## config.mk

```make
export PLATFORM = sky130hd
export DESIGN_NAME = sobel_window_gen
export DESIGN_NICKNAME = d
export VERILOG_FILES = /design/src/rtl/sobel_window_gen.sv
export SDC_FILE = /design/constraint.sdc
export NUM_CORES = 1
export LEC_CHECK = 0
export ABC_AREA = 1
export CAP_MARGIN = 20
export CORE_MARGIN = 2
export CORE_UTILIZATION = 53
export CTS_CLUSTER_SIZE = 30
export DETAILED_ROUTE_END_ITERATION = 16
export MAX_ROUTING_LAYER = met4
export PLACE_DENSITY = 0.79
export SLEW_MARGIN = 10
export SYNTH_ARGS = -nofsm -noshare
export SYNTH_HDL_FRONTEND = slang
export SYNTH_SLANG_ARGS = --single-unit
```

## constraint.sdc

```tcl
create_clock -name clk -period 3 [get_ports clk]
set_clock_uncertainty 0.2 [all_clocks]
set_input_delay 0.9 -clock clk [delete_from_list [all_inputs] [get_ports clk]]
set_output_delay 0.9 -clock clk [all_outputs]
set_load 0.01 [all_outputs]
```

## src/rtl/sobel_window_gen.sv

```systemverilog
// 3x3 Sobel window generator over column-serial input with border padding (SOBEL_WIN_REPLICATE_EN adds replicate mode).
// Latency: window centred at col c-1 appears the cycle after col c is accepted; one flush bubble per row.
// Backpressure: registered output stage; input stalls while a window is held or the row is flushing.
module sobel_window_gen #(
    parameter int DATA_W = 8,
    parameter int ROWS   = 170,
    parameter int COLS   = 113,
    parameter int CNT_W  = 10
) (
    input  logic                  clk,
    input  logic                  rst,
    input  logic                  in_valid_i,
    output logic                  in_ready_o,
    input  logic [DATA_W-1:0]     d_top_i,
    input  logic [DATA_W-1:0]     d_mid_i,
    input  logic [DATA_W-1:0]     d_bot_i,
    input  logic                  sof_i,
    input  logic                  border_mode_i,
    output logic                  out_valid_o,
    input  logic                  out_ready_i,
    output logic [9*DATA_W-1:0]   win_o,
    output logic                  eol_o,
    output logic                  eof_o
);

    typedef enum logic [1:0] {PRIME, RUN, FLUSH} state_t;

    localparam logic [CNT_W-1:0] COLS_C   = CNT_W'(COLS);
    localparam logic [CNT_W-1:0] LAST_ROW = CNT_W'(ROWS - 1);
    localparam logic [CNT_W-1:0] ONE      = CNT_W'(1);

    state_t                state, state_n;
    logic [CNT_W-1:0]      col, col_n;
    logic [CNT_W-1:0]      row, row_n;
    logic [3*DATA_W-1:0]   sr0, sr1, sr2;
    logic [3*DATA_W-1:0]   sr0_n, sr1_n, sr2_n;
    logic [3*DATA_W-1:0]   in_col;
    logic                  vld, vld_n;
    logic [9*DATA_W-1:0]   win, win_n;
    logic                  eol, eol_n;
    logic                  eof, eof_n;
    logic                  rep;
    logic                  acc;
    logic                  xfer;

    // Columns are packed {bot, mid, top}: tap row i lives at slice i.
    function automatic logic [9*DATA_W-1:0] make_win(
        input logic [3*DATA_W-1:0] l,
        input logic [3*DATA_W-1:0] c,
        input logic [3*DATA_W-1:0] r,
        input logic                pl,
        input logic                pr,
        input logic                pt,
        input logic                pb,
        input logic                rp
    );
        logic [DATA_W-1:0]   h [3][3];
        logic [DATA_W-1:0]   w [3][3];
        logic [9*DATA_W-1:0] res;
        for (int i = 0; i < 3; i++) begin
            h[i][0] = pl ? (rp ? c[i*DATA_W +: DATA_W] : '0) : l[i*DATA_W +: DATA_W];
            h[i][1] = c[i*DATA_W +: DATA_W];
            h[i][2] = pr ? (rp ? c[i*DATA_W +: DATA_W] : '0) : r[i*DATA_W +: DATA_W];
        end
        // Vertical padding copies the already horizontally padded middle row, so corners become w4.
        for (int j = 0; j < 3; j++) begin
            w[0][j] = pt ? (rp ? h[1][j] : '0) : h[0][j];
            w[1][j] = h[1][j];
            w[2][j] = pb ? (rp ? h[1][j] : '0) : h[2][j];
        end
        res = '0;
        for (int i = 0; i < 3; i++) begin
            for (int j = 0; j < 3; j++) begin
                res[(3*i+j)*DATA_W +: DATA_W] = w[i][j];
            end
        end
        return res;
    endfunction

`ifdef SOBEL_WIN_REPLICATE_EN
    logic border, border_n;
    assign rep = border;
`else
    logic unused_border;
    assign unused_border = border_mode_i;
    assign rep = 1'b0;
`endif

    assign in_col      = {d_bot_i, d_mid_i, d_top_i};
    assign out_valid_o = rst & vld;
    assign win_o       = rst ? win : '0;
    assign eol_o       = rst & eol;
    assign eof_o       = rst & eof;
    assign in_ready_o  = rst && (!out_valid_o || out_ready_i) && (state != FLUSH);
    assign acc         = in_valid_i & in_ready_o;
    assign xfer        = out_valid_o & out_ready_i;

    always_comb begin
        state_n = state;
        col_n   = col;
        row_n   = row;
        sr0_n   = sr0;
        sr1_n   = sr1;
        sr2_n   = sr2;
        vld_n   = vld & ~xfer;
        win_n   = win;
        eol_n   = eol;
        eof_n   = eof;
`ifdef SOBEL_WIN_REPLICATE_EN
        border_n = border;
`endif
        case (state)
            FLUSH: begin
                if (xfer) begin
                    state_n = PRIME;
                    row_n   = (row == LAST_ROW) ? '0 : row + ONE;
                end
            end
            default: begin
                if (state == RUN && col == COLS_C && xfer) begin
                    state_n = FLUSH;
                    vld_n   = 1'b1;
                    win_n   = make_win(sr1, sr2, '0, 1'b0, 1'b1,
                                       row == '0, row == LAST_ROW, rep);
                    eol_n   = 1'b1;
                    eof_n   = (row == LAST_ROW);
                end
                if (acc) begin
                    sr0_n = sr1;
                    sr1_n = sr2;
                    sr2_n = in_col;
                    if (sof_i) begin
                        state_n = PRIME;
                        col_n   = ONE;
                        row_n   = '0;
                        vld_n   = 1'b0;
                        eol_n   = 1'b0;
                        eof_n   = 1'b0;
`ifdef SOBEL_WIN_REPLICATE_EN
                        border_n = border_mode_i;
`endif
                    end else if (col == COLS_C) begin
                        // Col 0 of the next row, accepted while the last RUN window leaves.
                        col_n = ONE;
`ifdef SOBEL_WIN_REPLICATE_EN
                        if (row == LAST_ROW) border_n = border_mode_i;
`endif
                    end else if (col == '0) begin
                        col_n = ONE;
`ifdef SOBEL_WIN_REPLICATE_EN
                        if (row == '0) border_n = border_mode_i;
`endif
                    end else begin
                        col_n   = col + ONE;
                        state_n = RUN;
                        vld_n   = 1'b1;
                        win_n   = make_win(sr1, sr2, in_col, col == ONE, 1'b0,
                                           row == '0, row == LAST_ROW, rep);
                        eol_n   = 1'b0;
                        eof_n   = 1'b0;
                    end
                end
            end
        endcase
    end

    always_ff @(posedge clk) begin
        if (!rst) begin
            state <= PRIME;
            col   <= '0;
            row   <= '0;
            sr0   <= '0;
            sr1   <= '0;
            sr2   <= '0;
            vld   <= 1'b0;
            win   <= '0;
            eol   <= 1'b0;
            eof   <= 1'b0;
        end else begin
            state <= state_n;
            col   <= col_n;
            row   <= row_n;
            sr0   <= sr0_n;
            sr1   <= sr1_n;
            sr2   <= sr2_n;
            vld   <= vld_n;
            win   <= win_n;
            eol   <= eol_n;
            eof   <= eof_n;
        end
    end

`ifdef SOBEL_WIN_REPLICATE_EN
    always_ff @(posedge clk) begin
        if (!rst) begin
            border <= 1'b0;
        end else begin
            border <= border_n;
        end
    end
`endif

endmodule

```

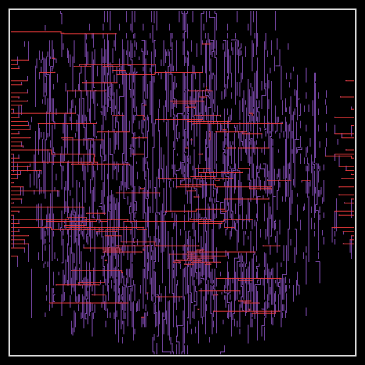
Figure 1: signal wires by layer.
(3 px per µm) Only two layers are drawn.
| layer | color | wire length |
|---|---|---|
| M3 | red | 1,420 µm |
| M2 | purple | 8,030 µm |
vias: 6,461
routed wire length: 17,400 µm
Avg WL per Cell: 14.0 µm

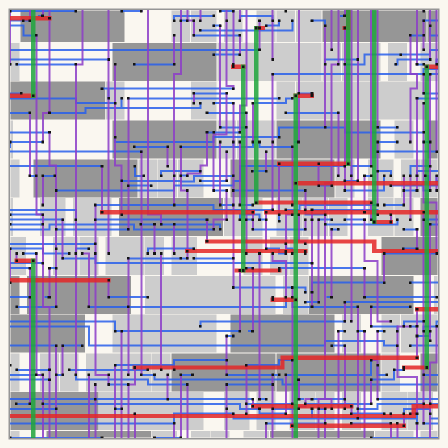
Figure 2: a small window of the routed layout.
Region (43, 43) to (73, 73) µm. Cells in gray, sequential cells in the stronger gray; small squares are vias.
| layer | color |
|---|---|
| M4 | green |
| M1 | blue |
| M3 | red |
| M2 | purple |
cells with their middle in the window: 80
sequential cells in the window: 17
netlist names of flops here include: sr1 (8), win (5), sr2 (4)
most frequent: nand2_1 (18), dfxtp_1 (17), nor2_1 (15)

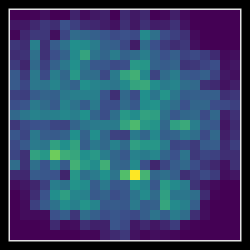
Figure 3: wiring heat map.
(2 px per µm) 23 x 23 tiles, from dark purple (low) to yellow (high), scaled to the fullest tile. Values are wire area over tile area, all layers added.
densest ninth of the die: center
fullest tile: 0.84
nearly empty tiles: 13%
emptiest ninth of the die: upper right
tiles over half the peak: 8.7%
Global Route Usage Sum: 27.9%

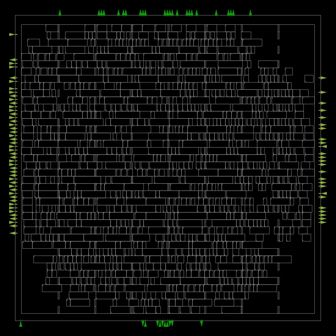
Figure 4: placement view.
flop share of the area: 33.7%
filler instances: 962
flip-flops: 145
tap cells: 147
Layout Utilization: 71.7%

==> results.json <==
{
  "syn_to_final_growth_pct": 31.8,
  "final_antenna_net_count": 0,
  "via_per_inst": 5.21,
  "holdPathStages": 2,
  "critPathCaptureType": "primary output",
  "top_logic_kind": "simple AND/OR/NAND/NOR gates",
  "numSynthFlops": 145,
  "area_leaders": "dfxtp_1 (44%), nand2_1 (15%), inv_1 (7.7%)",
  "synthSimpleGateAreaFrac_pct": 27.1,
  "numCtsBuffers": 17,
  "ys_cells": 952,
  "period_needed_ps": 2980,
  "buf_share_pct": 18.6,
  "status": "finished, final reports clean",
  "maxSlewViolCount": 0,
  "cp-endpoint": "win_o[45]",
  "die_x_um": 115,
  "hold_path.startpoint": "sr1[9]$_SDFFE_PN0P_",
  "grt_max_degree": 53,
  "warnings": 32,
  "dp_hpwl_um": 11200,
  "antenna_cells": 0,
  "drt_iter0_markers": 536
}
## routing by layer
layer | part of all wire [%] | global-route usage (%)
met5 | 0 | -
met4 | 2.1 | 9.56
met3 | 8.2 | 6.59
met2 | 46 | 43.3
met1 | 44 | 35.8
## logic make-up (layout without fill, tap and decap cells)
logic type,after synthesis,in the layout
compound gates,181,181
simple gates,424,424
xor+xnor,5,5
buf+inv,191,332
flops,145,145
fa+ha+maj,6,6
## report_power, final
| part | switching [mW] | internal, mW |
|---|---|---|
| registers | 0.0389 | 1.99 |
| clock network | 0.800 | 1.21 |
| logic | 0.204 | 0.152 |
| total | 1.04 | 3.35 |
## critical path, cell delays in order
cell and delay (ps):
buf_12 140, buf_12 150, nand2_1 90, inv_1 60, clkdlybuf4s50_1 520
